<file path="config.mk">
export PLATFORM = sky130hd
export DESIGN_NAME = issue_sched_ctrl
export DESIGN_NICKNAME = d
export VERILOG_FILES = /design/src/rtl/issue_sched_ctrl_pkg.sv /design/src/rtl/issue_sched_ctrl_load_use_sb.sv /design/src/rtl/issue_sched_ctrl.sv
export SDC_FILE = /design/constraint.sdc
export NUM_CORES = 1
export LEC_CHECK = 0
export CAP_MARGIN = 0
export CORE_MARGIN = 1.5
export CORE_UTILIZATION = 37
export CTS_CLUSTER_SIZE = 25
export DETAILED_ROUTE_END_ITERATION = 7
export PLACE_DENSITY = 0.77
export SLEW_MARGIN = 5
export SYNTH_ARGS = -nofsm -noshare
export SYNTH_HDL_FRONTEND = slang
export SYNTH_HIERARCHICAL = 1
export SYNTH_SLANG_ARGS = --single-unit
</file>
<file path="constraint.sdc">
create_clock -name clk -period 2.4 [get_ports clk]
set_input_delay 0.48 -clock clk [delete_from_list [all_inputs] [get_ports clk]]
set_output_delay 0.48 -clock clk [all_outputs]
set_load 0.01 [all_outputs]
</file>
<file path="src/rtl/issue_sched_ctrl_pkg.sv">
// Shared types and encodings for the dual-issue scheduler.
package issue_sched_ctrl_pkg;

    localparam int unsigned TYPE_W = 10;
    localparam int unsigned REG_W  = 5;

    localparam logic [TYPE_W-1:0] INST_ALU  = 10'h001;
    localparam logic [TYPE_W-1:0] INST_MUL  = 10'h004;
    localparam logic [TYPE_W-1:0] INST_DIV  = 10'h008;
    localparam logic [TYPE_W-1:0] INST_ERTN = 10'h020;

    typedef enum logic [1:0] {
        S_NORM  = 2'd0,
        S_DRAIN = 2'd1,
        S_SOLO  = 2'd2
    } sched_state_t;

    typedef struct packed {
        logic             v;
        logic [REG_W-1:0] rd;
    } sb_ent_t;

    // True when the one-hot type selects the shared multiply/divide unit.
    function automatic logic is_muldiv(input logic [TYPE_W-1:0] t);
        return |(t & (INST_MUL | INST_DIV));
    endfunction

endpackage

</file>
<file path="src/rtl/issue_sched_ctrl_load_use_sb.sv">
// Load-use scoreboard: shift register of in-flight load destinations plus
// source compare for both buffer heads.
module load_use_sb
    import issue_sched_ctrl_pkg::*;
#(
    parameter int unsigned LOAD_LAT = 2
) (
    input  logic             clk,
    input  logic             rstn,
    input  logic             stall_i,
    input  logic             flush_i,
    input  logic             ins_v_i,
    input  logic [REG_W-1:0] ins_rd_i,
    input  logic [REG_W-1:0] h0_rs1_i,
    input  logic [REG_W-1:0] h0_rs2_i,
    input  logic [1:0]       h0_rs_use_i,
    input  logic [REG_W-1:0] h1_rs1_i,
    input  logic [REG_W-1:0] h1_rs2_i,
    input  logic [1:0]       h1_rs_use_i,
    output logic             hit0_c,
    output logic             hit1_c,
    output logic             empty_c
);

    sb_ent_t [LOAD_LAT-1:0] sb_q;
    sb_ent_t [LOAD_LAT-1:0] sb_d;

    // Flush drops every in-flight load, even while stalled.
    always_comb begin
        sb_d = sb_q;
        if (flush_i) begin
            for (int i = 0; i < int'(LOAD_LAT); i++) begin
                sb_d[i].v = 1'b0;
            end
        end else if (!stall_i) begin
            sb_d[0] = {ins_v_i, ins_rd_i};
            for (int i = 1; i < int'(LOAD_LAT); i++) begin
                sb_d[i] = sb_q[i-1];
            end
        end
    end

    always_ff @(posedge clk) begin
        if (!rstn) begin
            sb_q <= '0;
        end else begin
            sb_q <= sb_d;
        end
    end

    always_comb begin
        hit0_c  = 1'b0;
        hit1_c  = 1'b0;
        empty_c = 1'b1;
        for (int i = 0; i < int'(LOAD_LAT); i++) begin
            if (sb_q[i].v) begin
                empty_c = 1'b0;
                if (sb_q[i].rd != '0) begin
                    hit0_c |= (h0_rs_use_i[0] && (h0_rs1_i == sb_q[i].rd)) ||
                              (h0_rs_use_i[1] && (h0_rs2_i == sb_q[i].rd));
                    hit1_c |= (h1_rs_use_i[0] && (h1_rs1_i == sb_q[i].rd)) ||
                              (h1_rs_use_i[1] && (h1_rs2_i == sb_q[i].rd));
                end
            end
        end
    end

endmodule

</file>
<file path="src/rtl/issue_sched_ctrl.sv">
// Dual-issue scheduler between the issue buffer and the Issue->EX register.
// Optional performance counters are enabled with ISSUE_PERF_CNT_EN.
module issue_sched_ctrl
    import issue_sched_ctrl_pkg::*;
#(
    parameter int unsigned LOAD_LAT = 2
`ifdef ISSUE_PERF_CNT_EN
    ,
    parameter int unsigned CNT_W    = 32
`endif
) (
    input  logic              clk,
    input  logic              rstn,
    input  logic [1:0]        h_valid,
    input  logic [TYPE_W-1:0] h0_type,
    input  logic [TYPE_W-1:0] h1_type,
    input  logic [REG_W-1:0]  h0_rs1,
    input  logic [REG_W-1:0]  h0_rs2,
    input  logic [1:0]        h0_rs_use,
    input  logic [REG_W-1:0]  h1_rs1,
    input  logic [REG_W-1:0]  h1_rs2,
    input  logic [1:0]        h1_rs_use,
    input  logic [REG_W-1:0]  h0_rd,
    input  logic [REG_W-1:0]  h1_rd,
    input  logic              h0_we,
    input  logic              h1_we,
    input  logic              h0_mem,
    input  logic              h1_mem,
    input  logic              h0_ld,
    input  logic              h1_ld,
    input  logic              h0_csr,
    input  logic              h1_csr,
    input  logic              h0_br_pd,
    input  logic              pipe_empty,
    input  logic              stall,
    input  logic              flush,
    output logic [1:0]        pop_cnt,
    output logic [1:0]        issue_v,
    output logic              serial_busy
`ifdef ISSUE_PERF_CNT_EN
    ,
    output logic [CNT_W-1:0]  perf_dual,
    output logic [CNT_W-1:0]  perf_single,
    output logic [CNT_W-1:0]  perf_bubble
`endif
);

    sched_state_t state_q, state_d;
    logic         serial_busy_q;
    logic         hit0_c, hit1_c, sb_empty_c;
    logic         gate_c, h0_go_c, pair_ok_c, raw_c, waw_c;
    logic         iss0_c, iss1_c, ins_v_c;
    logic [REG_W-1:0] ins_rd_c;

    load_use_sb #(.LOAD_LAT(LOAD_LAT)) u_sb (
        .clk         (clk),
        .rstn        (rstn),
        .stall_i     (stall),
        .flush_i     (flush),
        .ins_v_i     (ins_v_c),
        .ins_rd_i    (ins_rd_c),
        .h0_rs1_i    (h0_rs1),
        .h0_rs2_i    (h0_rs2),
        .h0_rs_use_i (h0_rs_use),
        .h1_rs1_i    (h1_rs1),
        .h1_rs2_i    (h1_rs2),
        .h1_rs_use_i (h1_rs_use),
        .hit0_c      (hit0_c),
        .hit1_c      (hit1_c),
        .empty_c     (sb_empty_c)
    );

    // Issue decision: head0 per FSM mode, head1 only as an independent partner in S_NORM.
    always_comb begin
        gate_c  = ~stall & ~flush;
        h0_go_c = 1'b0;
        case (state_q)
            S_NORM:  h0_go_c = h_valid[0] & ~hit0_c & ~h0_csr;
            S_SOLO:  h0_go_c = h_valid[0] & ~hit0_c;
            default: h0_go_c = 1'b0;
        endcase
        raw_c = h0_we & (h0_rd != '0) &
                ((h1_rs_use[0] & (h1_rs1 == h0_rd)) | (h1_rs_use[1] & (h1_rs2 == h0_rd)));
        waw_c = h0_we & h1_we & (h0_rd == h1_rd);
        pair_ok_c = h_valid[1] & ~raw_c & ~waw_c & ~(h0_mem & h1_mem) &
                    ~(is_muldiv(h0_type) & is_muldiv(h1_type)) &
                    ~h1_csr & ~h0_br_pd & ~hit1_c & (state_q == S_NORM);
        iss0_c   = gate_c & h0_go_c;
        iss1_c   = iss0_c & pair_ok_c;
        ins_v_c  = (iss0_c & h0_ld) | (iss1_c & h1_ld);
        ins_rd_c = (iss0_c & h0_ld) ? h0_rd : h1_rd;
    end

    assign issue_v     = {iss1_c, iss0_c};
    assign pop_cnt     = {1'b0, iss0_c} + {1'b0, iss1_c};
    assign serial_busy = serial_busy_q;

    // Serializing-instruction drain sequence.
    always_comb begin
        state_d = state_q;
        if (flush) begin
            state_d = S_NORM;
        end else if (!stall) begin
            case (state_q)
                S_NORM:  if (h_valid[0] && h0_csr) state_d = S_DRAIN;
                S_DRAIN: if (pipe_empty && sb_empty_c) state_d = S_SOLO;
                S_SOLO:  if (iss0_c) state_d = S_NORM;
                default: state_d = S_NORM;
            endcase
        end
    end

    always_ff @(posedge clk) begin
        if (!rstn) begin
            state_q       <= S_NORM;
            serial_busy_q <= 1'b0;
        end else begin
            state_q       <= state_d;
            serial_busy_q <= (state_d != S_NORM);
        end
    end

`ifdef ISSUE_PERF_CNT_EN
    logic [CNT_W-1:0] dual_q, single_q, bubble_q;

    // Counters wrap naturally at 2^CNT_W.
    always_ff @(posedge clk) begin
        if (!rstn) begin
            dual_q   <= '0;
            single_q <= '0;
            bubble_q <= '0;
        end else if (!stall && h_valid[0]) begin
            case (pop_cnt)
                2'd2:    dual_q   <= dual_q + CNT_W'(1);
                2'd1:    single_q <= single_q + CNT_W'(1);
                default: bubble_q <= bubble_q + CNT_W'(1);
            endcase
        end
    end

    assign perf_dual   = dual_q;
    assign perf_single = single_q;
    assign perf_bubble = bubble_q;
`endif

endmodule

</file>
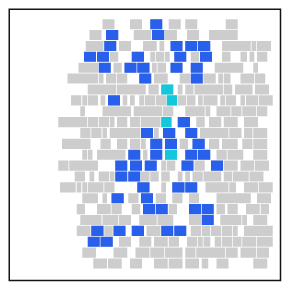
(images/gate_families.png)
(4 px per um)
XOR/XNOR gates: in blue, cells 55, most used xnor2_1. AND-OR and OR-AND gates: in cyan, cells 4.
fraction of area in multi-input gates: 49.6%
most numerous logic cell after layout: xnor2_1
Finished Layout Cells: 324

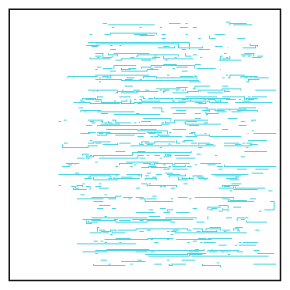
(images/met1.png)
(4 px per um)
288 nets have wire on it. The wires run mostly horizontal. The longest straight run is 27.1 um. The layer holds 39% of the routed length.
vias post-DR: 1627
met1 GRT Util: 22.1%
Total Wirelength: 4.47 mm

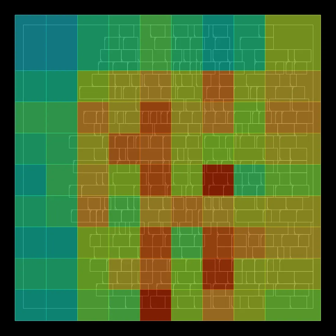
(images/final_congestion.png)
GRT Max-Usage Layer: met2
WL/cell: 13.8 um

## registers in the layout, indices dropped and copies added, names as in the netlist
signal,cells
state_q,2
u_sb/sb_q,12
serial_busy,1
## cell usage after synthesis, types with 3 or more instances
cell / instances
nor2_1: 12
a21boi_0: 10
or4_1: 3
o22ai_1: 5
dfxtp_1: 15
xor2_1: 12
xnor2_1: 43
mux2_2: 5
buf_2: 6
nand2_1: 29
nand4_1: 9
buf_4: 5
nand2b_1: 3
## repair_timing
item                       in CTS  in global routing
setup endpoints to repair      10                 12
hold buffers                    0                  0
buffers inserted               11                  0
pin swaps                      11                  8
resized                        41                 21
## power breakdown
group	internal, W	switching, W
Sequential	0.000256	0.00000556
Combinational	0.000171	0.000119
Clock	0.000117	0.0000926
## layer usage
metal	vias up	track usage, %	share of wire [%]
met5	-	0	0
li1	819	-	-
met4	0	3.06	0.34
met3	4	5.67	5.9
met1	764	22.1	39
met2	40	40.9	54
## cell usage in the layout (no fill, tap or decap), types with 2 or more instances in the layout
master	instances
xnor2_1	43
clkdlybuf4s50_1	34
buf_4	29
nand2_1	28
dlygate4sd2_1	16
dfxtp_1	13
xor2_1	12
nor2_1	11
nand4_1	9
a21boi_0	7
o22ai_1	5
buf_6	5
mux2_2	4
dlymetal6s2s_1	4
nand2b_1	3
or4_1	3
clkbuf_8	3
buf_2	3
nor4_1	2
a32oi_1	2
o21ai_2	2
a21oi_1	2
o21a_1	2
a22o_1	2
mux2i_1	2
a21boi_1	2
dfxtp_2	2
## final cells by class
class	instances	area share, %
flip-flops and latches	15	12.3
repair buffers	91	33.3
well taps	50	2.54
clock buffers	3	1.68
multi-input cells	163	49.6
clock inverters	1	0.305
inverters	1	0.254
==> impl_metrics.csv <==
group,metric,value,unit
place,hpwl,3.51,mm
sta,slew_headroom,74.2,%
critical_path,cp.required,1.92,ns
critical_path,r2r_slack,-0.09,ns
critical_path,crit_path_end,"issue_v[1]",
critical_path,endpoint_kind,"output pin",
sta,min_period,2.88,ns
critical_path,arrival,2.40,ns
hold_path,hold_depth,2,
clock_tree,htreeDepth,1,
place,place.gp.congestion,0.789,
logic_synthesis,yosys_warnings,6,
run,maxCapViolCount,0,
critical_path,crit_buf_inv,2,
sta,fin_crit_sh,120,%
status,violations,"setup timing",
logic_synthesis,yosysTopAreaCell,"xnor2_1",
critical_path,critPathSlowestCell,"or4_1",
logic_synthesis,top_logic_kind,"XOR/XNOR gates",
layout,final-comb-area,0.00122,mm2
clock_tree,cts_buffer_depth,2,
critical_path,worst_path_dominant_cell_family,"simple AND/OR/NAND/NOR gates",
sta,setup_ws,-0.476,ns
critical_path,rr_worst_depth,12,
logic_synthesis,yosysCellCount,194,
grt,antenna_found_initial,0,
clock_tree,clock_latency,0.25,ns
floorplan,chipWidth,67.5,um
logic_synthesis,syn-num-nets,264,
logic_synthesis,async_reset_ff_share,0,%
critical_path,path_cells,"or4_1 > o21a_1 > a22o_1 > nor4b_4 > nand3_1 > buf_4 > a211oi_4 > buf_2",
hold_path,hold_path.class,"register to register",
critical_path,worstSetupStartpointType,"register",
floorplan,die_y,67.5,um
pwr,p_leak,0.940,nW
logic_synthesis,synth_area_per_cell,7.93,um2
layout,fillCellCount,362,
logic_synthesis,numSynthFlops,15,
critical_path,timing.rr.start,"u_sb/sb_q[10]$_SDFFE_PN0P_",
grt,grt_pass1_wl,7.20,mm
floorplan,core_area,0.00400,mm2
pwr,vdd_drop_max,181,uV
logic_synthesis,synth_compound_gate_area_share,14.8,%
sta,setup_viol,10,
hold_path,hold_end,"u_sb/sb_q[1]$_SDFFE_PN0P_",
routing,dr.pass1.iters,4,
floorplan,rows,23,
sta,max_freq,348,MHz
logic_synthesis,yosys.area_share.xor_xnor,31.3,%
pwr,p_per_area,309,mW/mm2
grt,grt_overflow,0,
sta,skew,0.00767,ns
routing,antenna_left,0,
critical_path,critical_path_class,"register to output pin",
clock_tree,cts_tree,"done",
clock_tree,clkTransAtPathRegs,0.07,ns
logic_synthesis,synth.top_cell.area_share,24.5,%
critical_path,cp_max_fo,2,
logic_synthesis,ys_seq_share,19.5,%
place,pre_cts_slack,-0.871,ns
clock_tree,clkSinkCount,15,
place,io_buffers,58,
sta,final_max_slew_viol_count,0,
sta,setup_tns,-2.13,ns
floorplan,initCoreUtil,38.4,%
routing,drt-vias-per-instance,5.02,
clock_tree,root_buffer,"clkbuf_8",
layout,syn_to_final_growth,60.0,%
run,warnings,45,
grt,grt_pass1_vias,1659,
logic_synthesis,edf_count,0,
sta,worst_hold_slack,0.541,ns
sta,rsz0062_at_grt,"true",
logic_synthesis,syn_inst,194,
routing,post-route-drc-count,0,
logic_synthesis,area_leaders,"xnor2_1, dfxtp_1, nand2_1, xor2_1, a21boi_0",
logic_synthesis,ys_sh_simple,22.8,%
critical_path,cpPeakStageDelay,0.51,ns
logic_synthesis,synth_area,0.00154,mm2
logic_synthesis,ys_types,40,
place,numPlacedInstances,313,
logic_synthesis,flop_cell,"dfxtp_1",
critical_path,worst-path-stages,8,
sta,hold_viol,0,
grt,grt_max_degree,13,
status,status,"finished, violations left",
logic_synthesis,mux_area_share,4.96,%
layout,stdcell_area,0.00246,mm2
layout,drive_above_1_share,24.1,%
sta,tightest_slew,0.386,ns
place,placed_cell_area,0.00229,mm2
layout,ff_latch_area,303,um2
routing,first_iter_violations,65,
grt,track_usage,20.8,%
floorplan,die_area,0.00455,mm2
pwr,total_power,0.000761,W
logic_synthesis,ys_chip_area,0.00154,mm2
critical_path,worst_r2r_endpoint,"u_sb/sb_q[3]$_SDFFE_PN0P_",
logic_synthesis,synth_adder_area_share,0,%
layout,num-nets-final,345,
critical_path,crit_start,"u_sb/sb_q[10]$_SDFFE_PN0P_",
layout,post-route-util,61.5,%
layout,antenna_cells,0,
clock_tree,cts_buffers,3,
floorplan,ioPinCount,75,
hold_path,hold_start,"u_sb/sb_q[1]$_SDFFE_PN0P_",
Power is estimated from default activity; no workload was simulated.
